**config.mk**
```make
export PLATFORM = sky130hd
export DESIGN_NAME = cbfp_index_tx
export DESIGN_NICKNAME = d
export VERILOG_FILES = /design/src/rtl/fft_cbfp_pkg.sv /design/src/rtl/cbfp_idx_ram.sv /design/src/rtl/cbfp_index_tx.sv
export SDC_FILE = /design/constraint.sdc
export NUM_CORES = 2
export LEC_CHECK = 0
export ABC_AREA = 1
export CORE_MARGIN = 2
export CORE_UTILIZATION = 45
export CTS_BUF_LIST = sky130_fd_sc_hd__clkbuf_16
export DETAILED_ROUTE_END_ITERATION = 12
export PLACE_DENSITY = 0.62
export RECOVER_POWER = 100
export SLEW_MARGIN = 20
export SYNTH_ARGS = -nofsm -noshare
export SYNTH_HDL_FRONTEND = slang
export SYNTH_SLANG_ARGS = --single-unit
```
**constraint.sdc**
```tcl
create_clock -name clk -period 5.9 [get_ports clk]
set_input_delay 1.18 -clock clk [delete_from_list [all_inputs] [get_ports clk]]
set_output_delay 1.18 -clock clk [all_outputs]
set_load 0.02 [all_outputs]
```
**src/rtl/fft_cbfp_pkg.sv**
```systemverilog
// Shared constants and the index-vector type for the CBFP index path.
// Latency: n/a (types and constants only).
// Backpressure: n/a.
package fft_cbfp_pkg;

    localparam int N     = 16;   // index lanes per block, one per FFT lane
    localparam int IDX_W = 5;    // bits per CBFP shift index
    localparam int DEPTH = 32;   // buffered index vectors (power of two)

    // One block's worth of shift indices, lane 0 first.
    typedef logic [0:N-1][IDX_W-1:0] idx_vec_t;

endpackage

```
**src/rtl/cbfp_idx_ram.sv**
```systemverilog
// Index-vector storage: one write port, one registered read port.
// Latency: read data appears one clock after rd_en_i; write lands on the same edge.
// Backpressure: none; the controller only issues legal accesses.
module cbfp_idx_ram
    import fft_cbfp_pkg::*;
#(
    parameter int RAM_DEPTH = fft_cbfp_pkg::DEPTH,
    parameter int DAT_W     = fft_cbfp_pkg::N * fft_cbfp_pkg::IDX_W,
    parameter int ADDR_W    = $clog2(RAM_DEPTH)
) (
    input  logic              clk,
    input  logic              rstn,
    input  logic              wr_en_i,
    input  logic [ADDR_W-1:0] wr_addr_i,
    input  logic [DAT_W-1:0]  wr_data_i,
    input  logic              rd_en_i,
    input  logic [ADDR_W-1:0] rd_addr_i,
    output logic [DAT_W-1:0]  rd_data_o
);

    logic [DAT_W-1:0] mem_q [RAM_DEPTH];
    logic [DAT_W-1:0] rd_data_q;

    // Array write; contents are deliberately left uncleared by reset.
    always_ff @(posedge clk) begin
        if (wr_en_i) begin
            mem_q[wr_addr_i] <= wr_data_i;
        end
    end

    // Read register holds the last read value; a same-address write in the
    // same cycle returns the old entry (needed when full with push+pop).
    always_ff @(posedge clk or negedge rstn) begin
        if (!rstn) begin
            rd_data_q <= '0;
        end else if (rd_en_i) begin
            rd_data_q <= mem_q[rd_addr_i];
        end
    end

    assign rd_data_o = rd_data_q;

endmodule

```
**src/rtl/cbfp_index_tx.sv**
```systemverilog
// CBFP shift-index FIFO feeding the stage-2 pipeline; optional sticky error flags (CBFP_IDX_ERR_FLAGS_EN).
// Latency: popped vector and valid_out appear exactly one clock after an accepted rd_req.
// Backpressure: push dropped when full (unless a pop frees the slot), pop ignored when empty.
module cbfp_index_tx
    import fft_cbfp_pkg::*;
#(
    parameter int N     = fft_cbfp_pkg::N,
    parameter int IDX_W = fft_cbfp_pkg::IDX_W,
    parameter int DEPTH = fft_cbfp_pkg::DEPTH
) (
    input  logic                        clk,
    input  logic                        rstn,
    input  logic                        wr_valid,
    input  logic [0:N-1][IDX_W-1:0]     wr_index,
    input  logic                        rd_req,
    input  logic                        err_clr,
    output logic [0:N-1][IDX_W-1:0]     index_out,
    output logic                        valid_out,
    output logic [$clog2(DEPTH):0]      count,
    output logic                        full,
    output logic                        empty,
    output logic                        overflow,
    output logic                        underflow
);

    localparam int PW = $clog2(DEPTH);
    localparam int CW = PW + 1;

    logic [PW-1:0]      wr_ptr_q, wr_ptr_d;
    logic [PW-1:0]      rd_ptr_q, rd_ptr_d;
    logic [CW-1:0]      count_q, count_d;
    logic               full_q, empty_q, valid_q;
    logic               push_acc, pop_acc;
    logic [N*IDX_W-1:0] rd_data;

    // Accept decisions and next pointer/occupancy. When full, a pop in the
    // same cycle frees the slot, so the push is taken too.
    always_comb begin
        pop_acc  = rd_req && !empty_q;
        push_acc = wr_valid && (!full_q || pop_acc);
        wr_ptr_d = push_acc ? wr_ptr_q + 1'b1 : wr_ptr_q;
        rd_ptr_d = pop_acc  ? rd_ptr_q + 1'b1 : rd_ptr_q;
        count_d  = count_q;
        case ({push_acc, pop_acc})
            2'b10:   count_d = count_q + CW'(1);
            2'b01:   count_d = count_q - CW'(1);
            default: count_d = count_q;
        endcase
    end

    // Control state; full/empty are registered from the next occupancy.
    always_ff @(posedge clk or negedge rstn) begin
        if (!rstn) begin
            wr_ptr_q <= '0;
            rd_ptr_q <= '0;
            count_q  <= '0;
            full_q   <= 1'b0;
            empty_q  <= 1'b1;
            valid_q  <= 1'b0;
        end else begin
            wr_ptr_q <= wr_ptr_d;
            rd_ptr_q <= rd_ptr_d;
            count_q  <= count_d;
            full_q   <= (count_d == CW'(DEPTH));
            empty_q  <= (count_d == '0);
            valid_q  <= pop_acc;
        end
    end

    cbfp_idx_ram #(
        .RAM_DEPTH (DEPTH),
        .DAT_W     (N * IDX_W),
        .ADDR_W    (PW)
    ) u_ram (
        .clk       (clk),
        .rstn      (rstn),
        .wr_en_i   (push_acc),
        .wr_addr_i (wr_ptr_q),
        .wr_data_i (wr_index),
        .rd_en_i   (pop_acc),
        .rd_addr_i (rd_ptr_q),
        .rd_data_o (rd_data)
    );

    assign index_out = rd_data;
    assign valid_out = valid_q;
    assign count     = count_q;
    assign full      = full_q;
    assign empty     = empty_q;

`ifdef CBFP_IDX_ERR_FLAGS_EN
    logic overflow_q, overflow_d;
    logic underflow_q, underflow_d;

    // Sticky error flags; a clear wins over a same-cycle error event.
    always_comb begin
        overflow_d  = overflow_q;
        underflow_d = underflow_q;
        if (err_clr) begin
            overflow_d  = 1'b0;
            underflow_d = 1'b0;
        end else begin
            if (wr_valid && !push_acc) overflow_d  = 1'b1;
            if (rd_req && !pop_acc)    underflow_d = 1'b1;
        end
    end

    // Flag registers.
    always_ff @(posedge clk or negedge rstn) begin
        if (!rstn) begin
            overflow_q  <= 1'b0;
            underflow_q <= 1'b0;
        end else begin
            overflow_q  <= overflow_d;
            underflow_q <= underflow_d;
        end
    end

    assign overflow  = overflow_q;
    assign underflow = underflow_q;
`else
    logic unused_err_clr;
    assign unused_err_clr = err_clr;
    assign overflow       = 1'b0;
    assign underflow      = 1'b0;
`endif

endmodule

```
Fig. 1: wiring heat map
The die is cut into 24 by 24 equal tiles; white is low, dark blue is high, scaled to the fullest tile. Values are wire area over tile area, all layers added.
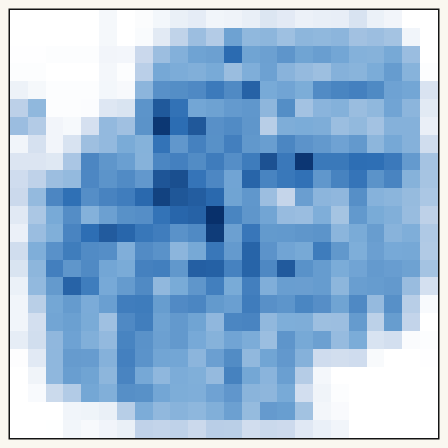
12% of the tiles are nearly empty. The emptiest ninth of the die: top left. The mean over all tiles is 0.19. The fullest tile reaches 0.47. 44% of the tiles are over half the peak.
Global Route Usage Sum: 23.5%
vias: 67400

Fig. 2: routing congestion map
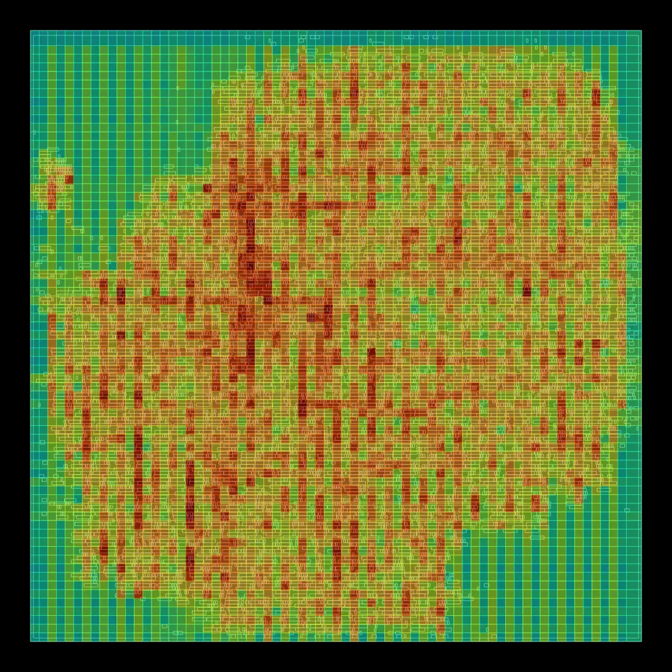
final core utilization: 51.1%
GRT Max-Usage Layer: met2
wire length per cell: 23.8 um
met1 global-route usage: 33.3%

Fig. 3: metal 4
(1 px per um) Supply wires on this layer in gray.
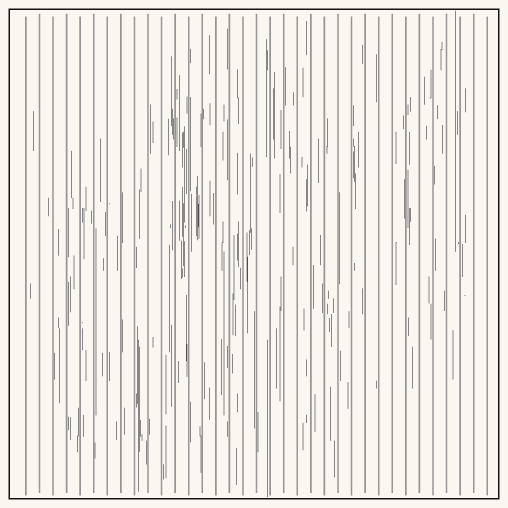
111 nets have wire on it. The layer carries 7820 um of wire. The wires run mostly vertical.

==> results_dict.tcl <==
# implementation run metrics
set metrics [dict create \
    status "finished with violations" \
    failed_checks "capacitance limit, slew limit" \
    clock-root-buffer "clkbuf_16" \
    regToRegStartpoint "rd_ptr_q[0]" \
    ctsHtreeMaxLevel 5 \
    numCtsBuffers 295 \
    die-area_um2 238000 \
    log.warning_count 84 \
    slew_headroom_pct -63.1 \
    lay_top_cells "edfxtp_1 (2560), nor2_1 (2155), nand2_1 (842)" \
    critPathCaptureType "register" \
    area_growth_pct 12.8 \
    drc 0 \
    ys.flop_type "edfxtp_1" \
    rsz0062_at_grt "no" \
    path_class "in2reg" \
    pwr-share-clk_pct 29.3 \
    cts_hold_buf 0 \
    core_region_area_um2 233000 \
    vias_per_cell 5.64 \
    crit_required_ns 6.40 \
    cp-start-kind "primary input" \
    slew_viol_final 1136 \
    layout_top_cell "edfxtp_1" \
    power.switching_mw 21.0 \
    edf_count 2560 \
    powerDensity_nw_per_um2 490 \
    grt_pass1_vias 64000 \
    setup_viol 0 \
    crit_end "u_ram.mem_q[18][2]" \
    synth_area_um2 105000 \
    cap_violations 31 \
    yosys-stat-cells 8535 \
    ioPinCount 176 \
    first_pass_iters 6 \
    p_comb_share_pct 31.5 \
    globalRouteOverflowTotal 0 \
    fmax_ghz 0.214 \
    antenna_found_initial 16 \
    hold_path_class "reg2reg" \
    fin_worst_skew_ns 0.0724 \
    clock_sinks 2659 \
    final-hold-violation-count 0 \
    ys_area_um2 105000 \
    clk_path_buf_depth 4 \
    r2r-end "u_ram.rd_data_o[30]" \
    p_int_mw 37.3 \
    fp.dieH_um 488 \
    startpoint "rd_req" \
    cts_setup_buffers 0 \
    min_period_ns 4.68 \
    drive_above_1_share_pct 5.54 \
    fin_hold_ws_ns 0.470 \
    vdd_ir_drop_max_uv 526 \
    synth_cell_types 25 \
    grt_max_degree 246 \
    synth_flops 2659 \
    worstMarginPinSlew_ns 2.45 \
    synthCells 8535 \
    clk_pin_slew_ns 0.06 \
    nNetsFinal 8680 \
    numPortBuffers 172 \
    async_reset_ff_share_pct 3.72 \
    switching_share_pct 36.1 \
    tritoncts "yes" \
    fp_util_pct 45.3 \
]
-- state kept, by name, summed over array words and instances (netlist names) --
register and cells:
empty 1, wr_ptr_q 5, u_ram.rd_data_o 80, count 6, rd_ptr_q 5, u_ram.mem_q 2560, valid_out 1, full 1
-- worst min-delay path by stage --
| stage | end | slack, ns | depth (start not counted) |
|---|---|---|---|
| CTS | u_ram.rd_data_o[21] | 0.09 | 1 |
| floorplan | rd_ptr_q[1] | 0.56 | 3 |
| finish | u_ram.rd_data_o[9] | 0.47 | 2 |
| global route | u_ram.rd_data_o[2] | 0.49 | 2 |
| detailed placement | u_ram.rd_data_o[67] | 0.47 | 2 |
| global placement | u_ram.rd_data_o[9] | 0.46 | 2 |
-- logic make-up after synthesis --
group           after synthesis  share of synthesized area (%)
flops                      2659                           75.3
fa+ha+maj                     8                         0.0949
buf+inv                     701                           2.80
compound gates             1847                           9.62
simple gates               3308                           12.1
xor+xnor                     11                         0.0914
other cells                   1                        0.00356
-- cells in the mapped netlist (all sizes together) (8+ instances only) --
master / count / share of area, %
a21oi: 161 / 0.76
ha: 8 / 0.095
inv: 150 / 0.54
nor2: 2160 / 7.7
edfxtp: 2560 / 73
o211ai: 358 / 2.5
o21ai: 1328 / 6.3
xor2: 8 / 0.066
dfrtp: 98 / 2.3
nand2: 842 / 3.0
nand3: 302 / 1.4
clkbuf: 302 / 1.1
buf: 247 / 1.2
-- critical path, cell delays in order --
cell and delay, ns:
dlygate4sd3_1 0.53, inv_1 0.04, nor2_1 0.34, inv_6 0.03, nand2_1 0.06, nand2_1 0.04, clkbuf_1 0.28, inv_1 0.26
nand2_1 0.28, nor2_1 0.36, clkbuf_1 1.68
-- stage by stage --
step	power [mW]	area, um^2	cells	TNS, ns	util, %
after CTS	58.9	120000	11900	0	51.4
after global placement	41.6	111000	11400	0	47.6
final	58.3	119000	11900	0	51.1
after floorplan	35.4	105000	8536	-32.15	-
after global routing	61.3	119000	11900	0	51.1
after detailed placement	41.8	111000	11400	0	47.6
-- power by group through the flow --
stage | combinational [mW] | sequential (mW) | clock [mW]
CTS | 18.7 | 22.9 | 17.3
floorplan | 12.1 | 23.3 | 0
global placement | 18.3 | 23.2 | 0
detailed placement | 18.6 | 23.2 | 0
finish | 18.4 | 22.9 | 17.1
global route | 20.3 | 23.0 | 18.0
-- layer usage --
| layer | track usage (%) | part of all wire, % | vias up | wire (um) |
|---|---|---|---|---|
| met5 | 0 | 0.026 | - | 73 |
| met4 | 6.76 | 2.8 | 10 | 7820 |
| met3 | 3.33 | 7.7 | 496 | 21800 |
| met2 | 37.9 | 47 | 2663 | 135000 |
| met1 | 33.3 | 42 | 33800 | 120000 |
| li1 | - | - | 30500 | - |
-- area by class of cell --
class | instances | area (um^2)
fill | 19700 | 114000
sequential | 2659 | 79400
multi-input combinational | 5176 | 23200
clock buffer | 303 | 7580
tap | 3132 | 3920
timing repair buffer | 303 | 2940
clock inverter | 208 | 1330
inverter | 152 | 627
antenna | 5 | 12.5
Power and IR drop assume default switching activity.
